M2 wires:
Drawn at 2 px/um. Cells faint in the background.
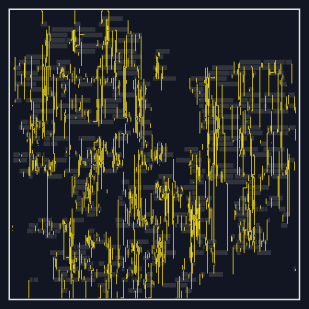
Routing congestion map:
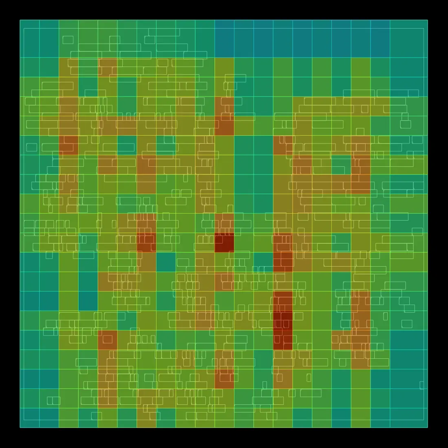
Sequential cells grouped by signal name:
Drawn at 3 px/um.
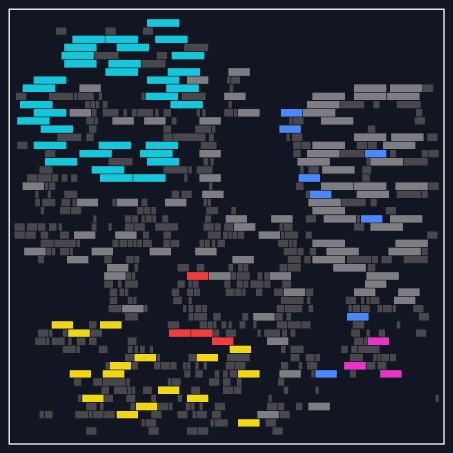
A small window of the routed layout:
Window x 52 to 92, y 81 to 121 um. Cells in grey, sequential cells in the stronger grey; small squares are vias.
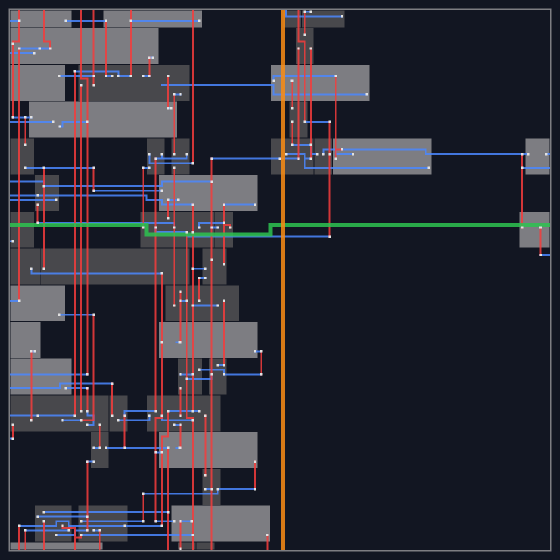
`src/rtl/uart_flex.sv`:
```
// UART with runtime baud divisor, 1/2 stop bits and TX/RX FWFT FIFOs.
// Optional parity support is enabled by defining UART_FLEX_PARITY_EN.
module uart_flex #(
    parameter int DATA_BITS = 8,
    parameter int FIFO_W    = 2,
    parameter int DIV_W     = 16
) (
    input  logic             clk,
    input  logic             reset,
    input  logic [DIV_W-1:0] divisor,
    input  logic             stop2,
`ifdef UART_FLEX_PARITY_EN
    input  logic             par_en,
    input  logic             par_odd,
`endif
    input  logic             rx,
    output logic             tx,
    input  logic             wr_uart,
    input  logic [7:0]       w_data,
    input  logic             rd_uart,
    output logic [7:0]       rd_data,
    output logic             tx_full,
    output logic             tx_empty,
    output logic             rx_full,
    output logic             rx_empty,
    output logic             frame_err,
    output logic             parity_err,
    output logic             overrun_err,
    input  logic             err_clr,
    output logic             tx_busy
);

    localparam int DEPTH = 2 ** FIFO_W;
    localparam logic [FIFO_W:0] FULL_CNT = (FIFO_W + 1)'(DEPTH);
    localparam logic [2:0] LAST_BIT = 3'(DATA_BITS - 1);

    typedef enum logic [2:0] {
        S_IDLE,
        S_START,
        S_DATA,
`ifdef UART_FLEX_PARITY_EN
        S_PARITY,
`endif
        S_STOP
    } state_t;

    logic [DIV_W-1:0] r_baud;
    logic             w_tick;

    assign w_tick = (r_baud == '0);

    always_ff @(posedge clk) begin
        if (reset) r_baud <= '0;
        else if (w_tick) r_baud <= divisor;
        else r_baud <= r_baud - DIV_W'(1);
    end

    logic [7:0]        r_txf_mem [DEPTH];
    logic [FIFO_W-1:0] r_txf_wp, r_txf_rp;
    logic [FIFO_W:0]   r_txf_cnt;
    logic              w_txf_push, w_txf_pop;
    logic [7:0]        w_txf_head;

    assign tx_full    = (r_txf_cnt == FULL_CNT);
    assign tx_empty   = (r_txf_cnt == '0);
    assign w_txf_push = wr_uart && (!tx_full || w_txf_pop);
    assign w_txf_head = r_txf_mem[r_txf_rp];

    always_ff @(posedge clk) begin
        if (w_txf_push) r_txf_mem[r_txf_wp] <= 8'(w_data[DATA_BITS-1:0]);
    end

    always_ff @(posedge clk) begin
        if (reset) begin
            r_txf_wp  <= '0;
            r_txf_rp  <= '0;
            r_txf_cnt <= '0;
        end else begin
            if (w_txf_push) r_txf_wp <= r_txf_wp + FIFO_W'(1);
            if (w_txf_pop) r_txf_rp <= r_txf_rp + FIFO_W'(1);
            r_txf_cnt <= r_txf_cnt + (FIFO_W + 1)'(w_txf_push)
                                   - (FIFO_W + 1)'(w_txf_pop);
        end
    end

    logic [7:0]        r_rxf_mem [DEPTH];
    logic [FIFO_W-1:0] r_rxf_wp, r_rxf_rp;
    logic [FIFO_W:0]   r_rxf_cnt;
    logic              w_rxf_push, w_rxf_pop;
    logic              w_rx_push_req;
    logic [DATA_BITS-1:0] r_rx_sh;

    assign rx_full    = (r_rxf_cnt == FULL_CNT);
    assign rx_empty   = (r_rxf_cnt == '0);
    assign w_rxf_pop  = rd_uart && !rx_empty;
    assign w_rxf_push = w_rx_push_req && (!rx_full || w_rxf_pop);
    assign rd_data    = rx_empty ? 8'h00 : r_rxf_mem[r_rxf_rp];

    always_ff @(posedge clk) begin
        if (w_rxf_push) r_rxf_mem[r_rxf_wp] <= 8'(r_rx_sh);
    end

    always_ff @(posedge clk) begin
        if (reset) begin
            r_rxf_wp  <= '0;
            r_rxf_rp  <= '0;
            r_rxf_cnt <= '0;
        end else begin
            if (w_rxf_push) r_rxf_wp <= r_rxf_wp + FIFO_W'(1);
            if (w_rxf_pop) r_rxf_rp <= r_rxf_rp + FIFO_W'(1);
            r_rxf_cnt <= r_rxf_cnt + (FIFO_W + 1)'(w_rxf_push)
                                   - (FIFO_W + 1)'(w_rxf_pop);
        end
    end

    state_t     r_tx_state, w_tx_next;
    logic [3:0] r_tx_tcnt;
    logic [2:0] r_tx_idx;
    logic [7:0] r_tx_sh;
    logic       r_tx_stop2;
    logic       w_tx_bit_end;
    logic       w_tx;
`ifdef UART_FLEX_PARITY_EN
    logic       r_tx_par_en;
    logic       r_tx_par;
`endif

    assign w_tx_bit_end = w_tick && (r_tx_tcnt == 4'd15);
    assign tx           = w_tx;
    assign tx_busy      = (r_tx_state != S_IDLE);

    always_comb begin
        w_tx_next = r_tx_state;
        w_txf_pop = 1'b0;
        w_tx      = 1'b1;
        unique case (r_tx_state)
            S_IDLE: begin
                if (!tx_empty) begin
                    w_txf_pop = 1'b1;
                    w_tx_next = S_START;
                end
            end
            S_START: begin
                w_tx = 1'b0;
                if (w_tx_bit_end) w_tx_next = S_DATA;
            end
            S_DATA: begin
                w_tx = r_tx_sh[0];
                if (w_tx_bit_end && r_tx_idx == LAST_BIT) begin
`ifdef UART_FLEX_PARITY_EN
                    w_tx_next = r_tx_par_en ? S_PARITY : S_STOP;
`else
                    w_tx_next = S_STOP;
`endif
                end
            end
`ifdef UART_FLEX_PARITY_EN
            S_PARITY: begin
                w_tx = r_tx_par;
                if (w_tx_bit_end) w_tx_next = S_STOP;
            end
`endif
            S_STOP: begin
                if (w_tx_bit_end && (!r_tx_stop2 || r_tx_idx == 3'd1))
                    w_tx_next = S_IDLE;
            end
            default: w_tx_next = S_IDLE;
        endcase
    end

    always_ff @(posedge clk) begin
        if (reset) begin
            r_tx_state <= S_IDLE;
            r_tx_tcnt  <= '0;
            r_tx_idx   <= '0;
            r_tx_sh    <= '0;
            r_tx_stop2 <= 1'b0;
`ifdef UART_FLEX_PARITY_EN
            r_tx_par_en <= 1'b0;
            r_tx_par    <= 1'b0;
`endif
        end else begin
            r_tx_state <= w_tx_next;
            if (w_txf_pop) begin
                r_tx_sh    <= w_txf_head;
                r_tx_stop2 <= stop2;
                r_tx_tcnt  <= '0;
                r_tx_idx   <= '0;
`ifdef UART_FLEX_PARITY_EN
                r_tx_par_en <= par_en;
                r_tx_par    <= (^w_txf_head[DATA_BITS-1:0]) ^ par_odd;
`endif
            end else if (r_tx_state != S_IDLE && w_tick) begin
                r_tx_tcnt <= r_tx_tcnt + 4'd1;
                if (w_tx_bit_end) begin
                    r_tx_idx <= (w_tx_next != r_tx_state) ? 3'd0
                                                          : r_tx_idx + 3'd1;
                    if (r_tx_state == S_DATA) r_tx_sh <= {1'b0, r_tx_sh[7:1]};
                end
            end
        end
    end

    state_t     r_rx_state, w_rx_next;
    logic [3:0] r_rx_tcnt;
    logic [2:0] r_rx_idx;
    logic       r_rx_prev;
    logic       w_rx_samp;
    logic       w_ferr_set, w_ovr_set, w_perr_set;

    assign w_rx_samp = w_tick && (r_rx_tcnt == 4'd15);
    assign w_ovr_set = w_rx_push_req && rx_full && !w_rxf_pop;

    always_comb begin
        w_rx_next     = r_rx_state;
        w_rx_push_req = 1'b0;
        w_ferr_set    = 1'b0;
        w_perr_set    = 1'b0;
        unique case (r_rx_state)
            S_IDLE: begin
                if (r_rx_prev && !rx) w_rx_next = S_START;
            end
            // mid-start re-check rejects short low glitches
            S_START: begin
                if (w_tick && r_rx_tcnt == 4'd7)
                    w_rx_next = rx ? S_IDLE : S_DATA;
            end
            S_DATA: begin
                if (w_rx_samp && r_rx_idx == LAST_BIT) begin
`ifdef UART_FLEX_PARITY_EN
                    w_rx_next = par_en ? S_PARITY : S_STOP;
`else
                    w_rx_next = S_STOP;
`endif
                end
            end
`ifdef UART_FLEX_PARITY_EN
            S_PARITY: begin
                if (w_rx_samp) begin
                    w_rx_next  = S_STOP;
                    w_perr_set = rx != ((^r_rx_sh) ^ par_odd);
                end
            end
`endif
            S_STOP: begin
                if (w_rx_samp) begin
                    w_rx_next     = S_IDLE;
                    w_rx_push_req = rx;
                    w_ferr_set    = !rx;
                end
            end
            default: w_rx_next = S_IDLE;
        endcase
    end

    always_ff @(posedge clk) begin
        if (reset) begin
            r_rx_state <= S_IDLE;
            r_rx_tcnt  <= '0;
            r_rx_idx   <= '0;
            r_rx_sh    <= '0;
            r_rx_prev  <= 1'b1;
        end else begin
            r_rx_prev  <= rx;
            r_rx_state <= w_rx_next;
            if (r_rx_state == S_IDLE) begin
                r_rx_tcnt <= '0;
                r_rx_idx  <= '0;
            end else if (w_tick) begin
                r_rx_tcnt <= (w_rx_next != r_rx_state) ? 4'd0
                                                       : r_rx_tcnt + 4'd1;
                if (w_rx_next != r_rx_state) r_rx_idx <= '0;
                else if (w_rx_samp) r_rx_idx <= r_rx_idx + 3'd1;
                if (r_rx_state == S_DATA && w_rx_samp)
                    r_rx_sh <= {rx, r_rx_sh[DATA_BITS-1:1]};
            end
        end
    end

    logic r_ferr, r_ovr;

    assign frame_err   = r_ferr;
    assign overrun_err = r_ovr;

    always_ff @(posedge clk) begin
        if (reset) begin
            r_ferr <= 1'b0;
            r_ovr  <= 1'b0;
        end else begin
            r_ferr <= w_ferr_set | (r_ferr & ~err_clr);
            r_ovr  <= w_ovr_set | (r_ovr & ~err_clr);
        end
    end

`ifdef UART_FLEX_PARITY_EN
    logic r_perr;

    assign parity_err = r_perr;

    always_ff @(posedge clk) begin
        if (reset) r_perr <= 1'b0;
        else r_perr <= w_perr_set | (r_perr & ~err_clr);
    end
`else
    assign parity_err = 1'b0;
`endif

endmodule
```
`config.mk`:
```
export PLATFORM = sky130hd
export DESIGN_NAME = uart_flex
export DESIGN_NICKNAME = d
export VERILOG_FILES = /design/src/rtl/uart_flex.sv
export SDC_FILE = /design/constraint.sdc
export NUM_CORES = 1
export LEC_CHECK = 0
export ABC_CLOCK_PERIOD_IN_PS = 8740
export CAP_MARGIN = 0
export CORE_UTILIZATION = 30
export CTS_BUF_LIST = sky130_fd_sc_hd__clkbuf_4
export CTS_CLUSTER_DIAMETER = 200
export DETAILED_ROUTE_END_ITERATION = 12
export PLACE_DENSITY = 0.45
export REMOVE_ABC_BUFFERS = 1
export SLEW_MARGIN = 20
export SYNTH_ARGS = -nofsm -noshare
export SYNTH_HDL_FRONTEND = slang
export SYNTH_SLANG_ARGS = --single-unit
```
`constraint.sdc`:
```
create_clock -name clk -period 8.74 [get_ports clk]
set_clock_uncertainty 0.2 [all_clocks]
set_input_delay 1.748 -clock clk [delete_from_list [all_inputs] [get_ports clk]]
set_output_delay 1.748 -clock clk [all_outputs]
set_load 0.005 [all_outputs]
```
==> results_slide.txt <==
Flow Results at a Glance

Detailed routing
  – Final antenna-violating net count: 0
  – 1st-pass router iterations: 4
  – DRC: 0
  – Metal2 WL: 5450 um
  – Initial DRC Count: 193

Final layout
  – Final non-clock buffer share: roughly 6.6%
  – Largest cell class by area: sequential cells
  – Seq cells: approximately 140
  – Commonest Layout Cell: dfxtp_1
  – Combinational Area: 0.00250 mm2
  – Comb/total area: a little over a third
  – Top cells excl fill/tap: 74 x dfxtp_1, 67 x nor2_1, 64 x edfxtp_1, 45 x clkdlybuf4s50_1
  – Non-CTS buffers: 47
  – Clock buffer cells: 17
  – Non-filler cells, final: around 820
  – Fraction of layout instances using a drive strength above 1: 14.3%
  – FILL cells: 1985
  – Nets@finish: 592
  – Multi-input gate count: 325
  – N_diodes: 1
  – Final clock-cell share: 4.01%

Floorplanning
  – Io pins: 48
  – # Taps: approximately 270
  – Die H: 144 um
  – Cell Rows: 51
  – Width of the die: 144 um
  – Placeable Area: 0.0197 mm2
  – Floorplan Utilization: 31.0%

Yosys
  – Xor+xnor area frac: under 10%
  – Yosys stat cell total: 499
  – Top cells by area: edfxtp_1 32%, dfxtp_1 24%, mux4_2 5.9%, nor2_1 4.1%, ha_1 3.7%
  – Seq/Total Area, Yosys: a little under three fifths
  – Ys async rst share: 0%
  – Dominant register cell: dfxtp_1
  – Adder-cell share of the synthesized area: between 4 and 5%
  – Simple Share, Synth: 17.6%
  – Number of enable flip-flop cells: between 60 and 70
  – Most frequent cell after synthesis: dfxtp_1
  – Mean post-synth cell area: 12.2 um2
  – Post-Syn Instances: 499
  – Synth unique cells: 64
  – Yosys warns: 0
  – Post-synth top area cell: edfxtp_1
  – Synth top area share: 31.6%
  – Synthesis area per yosys: 0.00608 mm2

Run status
  – Status: finished, final reports clean

Min path
  – Hold path depth: 2
  – HP Class: register to register

Critical path
  – R2R depth: 11
  – Crit. End Element: primary output
  – CP Buf/Inv Count: 1
  – Critical Setup Path Class: register to primary output
  – Critical path depth: 3
  – WP data arrival: 2.42 ns
  – Worst-path maximum fanout: 8
  – CP required: 6.79 ns
  – CP cell instances: mux4_2 > and2_1 > clkdlybuf4s50_1
  – CP Launch Type: register

CTS
  – Post-cts sizing count: 0
  – Hold buffers post-CTS: 0
  – CTS sink cnt: between 100 and 150
  – Root Buffer: clkbuf_4
  – CTS tree: built
  – Post-CTS Setup Inserts: 0
  – CTS buffer count: 17
  – Htree depth: 4

Final timing
  – Max transition margin: 46.2%
  – Final hold viol count: 0
  – Max Freq: 229 MHz
  – Slew Limit Fails: 0
  – Final setup violating endpoints: 0
  – Worst slew pin tran: 0.807 ns
  – Final setup TNS: 0 ns
  – Crit share post-route: between 50% and 60%

Global route
  – Largest net degree at the start of global routing: roughly 61
  – Gr usage total: 12.6%
  – Gr busiest metal: met2
  – Vias in the first global route: about 3800
  – First-pass GRT wire length: 19700 um
  – Grt total ovfl: 0
  – Initial antenna violation count: 1

Placed design
  – IO Port Bufs: 46
  – Dpl hpwl: 7630 um

Pwr
  – Total power: 1.90 mW
  – Power per cell area: roughly 270 mW/mm2
  – P_leak: 2.45 nW
  – Peak VDD IR: 0.114 mV

Job
  – Max Cap Viol: 0
  – Tool warning count: 32
Back to the opening pictures, 'M2 wires':
The longest straight run is 45.6 um. 488 nets have wire on it.
met2 usage: 19.9%
final wirelength: 11600 um
Vias: 3825

Back to the opening pictures, 'routing congestion map':
post-layout utilization of the core: 35.8%
M3 GR Usage: 4.30%
met1 Resource Use GR: 15.9%
WL per Instance: 14.2 um

Back to the opening pictures, 'sequential cells grouped by signal name':
r_baud: drawn in yellow, placed flops 16. r_rxf_cnt: drawn in magenta, placed flops 3. r_rx_sh: drawn in blue, placed flops 8. r_rx_tcnt: drawn in red, placed flops 4, where bottom centre. r_txf_mem: drawn in cyan, placed flops 32.
Another 75 sequential cells are not coloured.
Sequential Area: 0.00340 mm2
Seq power: 0.863 mW
flop share of the area: 48.4%

Back to the opening pictures, 'a small window of the routed layout':
M2: drawn in red. M4: drawn in orange. M1: drawn in blue. M3: drawn in green.
33 logic cells have their middle in the window. Most frequent: nor2_1 (9), dfxtp_1 (6). Sequential cells in the window: 8. Netlist names of flops here include r_tx_sh (3), r_txf_mem (2).

[through the flow]
stage / util, % / cell area (um2) / hold WS (ns) / worst slack, ns
5_1_grt: 35.8 / 7030 / 0.304 / 4.15
6_report: 35.8 / 7030 / 0.278 / 4.37
3_5_place_dp: 34.3 / 6740 / 0.260 / 4.59
4_1_cts: 35.7 / 7020 / 0.280 / 4.24
2_1_floorplan: - / 5950 / 0.240 / 5.30
3_3_place_gp: 34.3 / 6740 / 0.254 / 4.68
[where the power goes]
part / internal (mW) / switching (mW)
Clock: 0.152 / 0.265
Sequential: 0.765 / 0.0980
Combinational: 0.310 / 0.310
[worst paths after layout]
kind / start / to / slack (ns)
setup / recovery: register / rd_data[2] / 4.37
hold / removal: r_rx_idx[1]$_SDFFE_PP0P_ / r_rx_idx[1]$_SDFFE_PP0P_ / 0.28
setup reg to reg: r_baud[0]$_SDFF_PP0_ / r_rxf_cnt[2]$_SDFF_PP0_ / 5.04
hold reg to reg: r_rx_idx[1]$_SDFFE_PP0P_ / r_rx_idx[1]$_SDFFE_PP0P_ / 0.28
[logic make-up (layout without fill, tap and decap cells)]
family	Yosys count	in the layout
other cells	1	4
compound gates	61	61
xor+xnor	22	22
fa+ha+maj	20	20
buf+inv	38	91
simple gates	191	191
mux	28	28
flops	138	138
[worst register-to-register path, stage by stage, from the launching register on]
cell and delay, ns:
dfxtp_1 0.37, inv_1 0.06, ha_1 0.17, nor3b_1 0.45, and4_1 0.82, and4_1 0.40
xnor2_1 0.09, a22o_1 0.23, ha_1 0.19, fa_1 0.38, xnor2_1 0.16, nor2_1 0.05
[sequential cells by signal (all words and copies together), names as in the netlist, 4 cells and up, named ones only]
name       cells
r_rx_sh        8
r_tx_sh        8
r_baud        16
r_rx_tcnt      4
r_tx_tcnt      4
r_txf_mem     32
r_rxf_mem     32
Power and IR drop assume default switching activity.
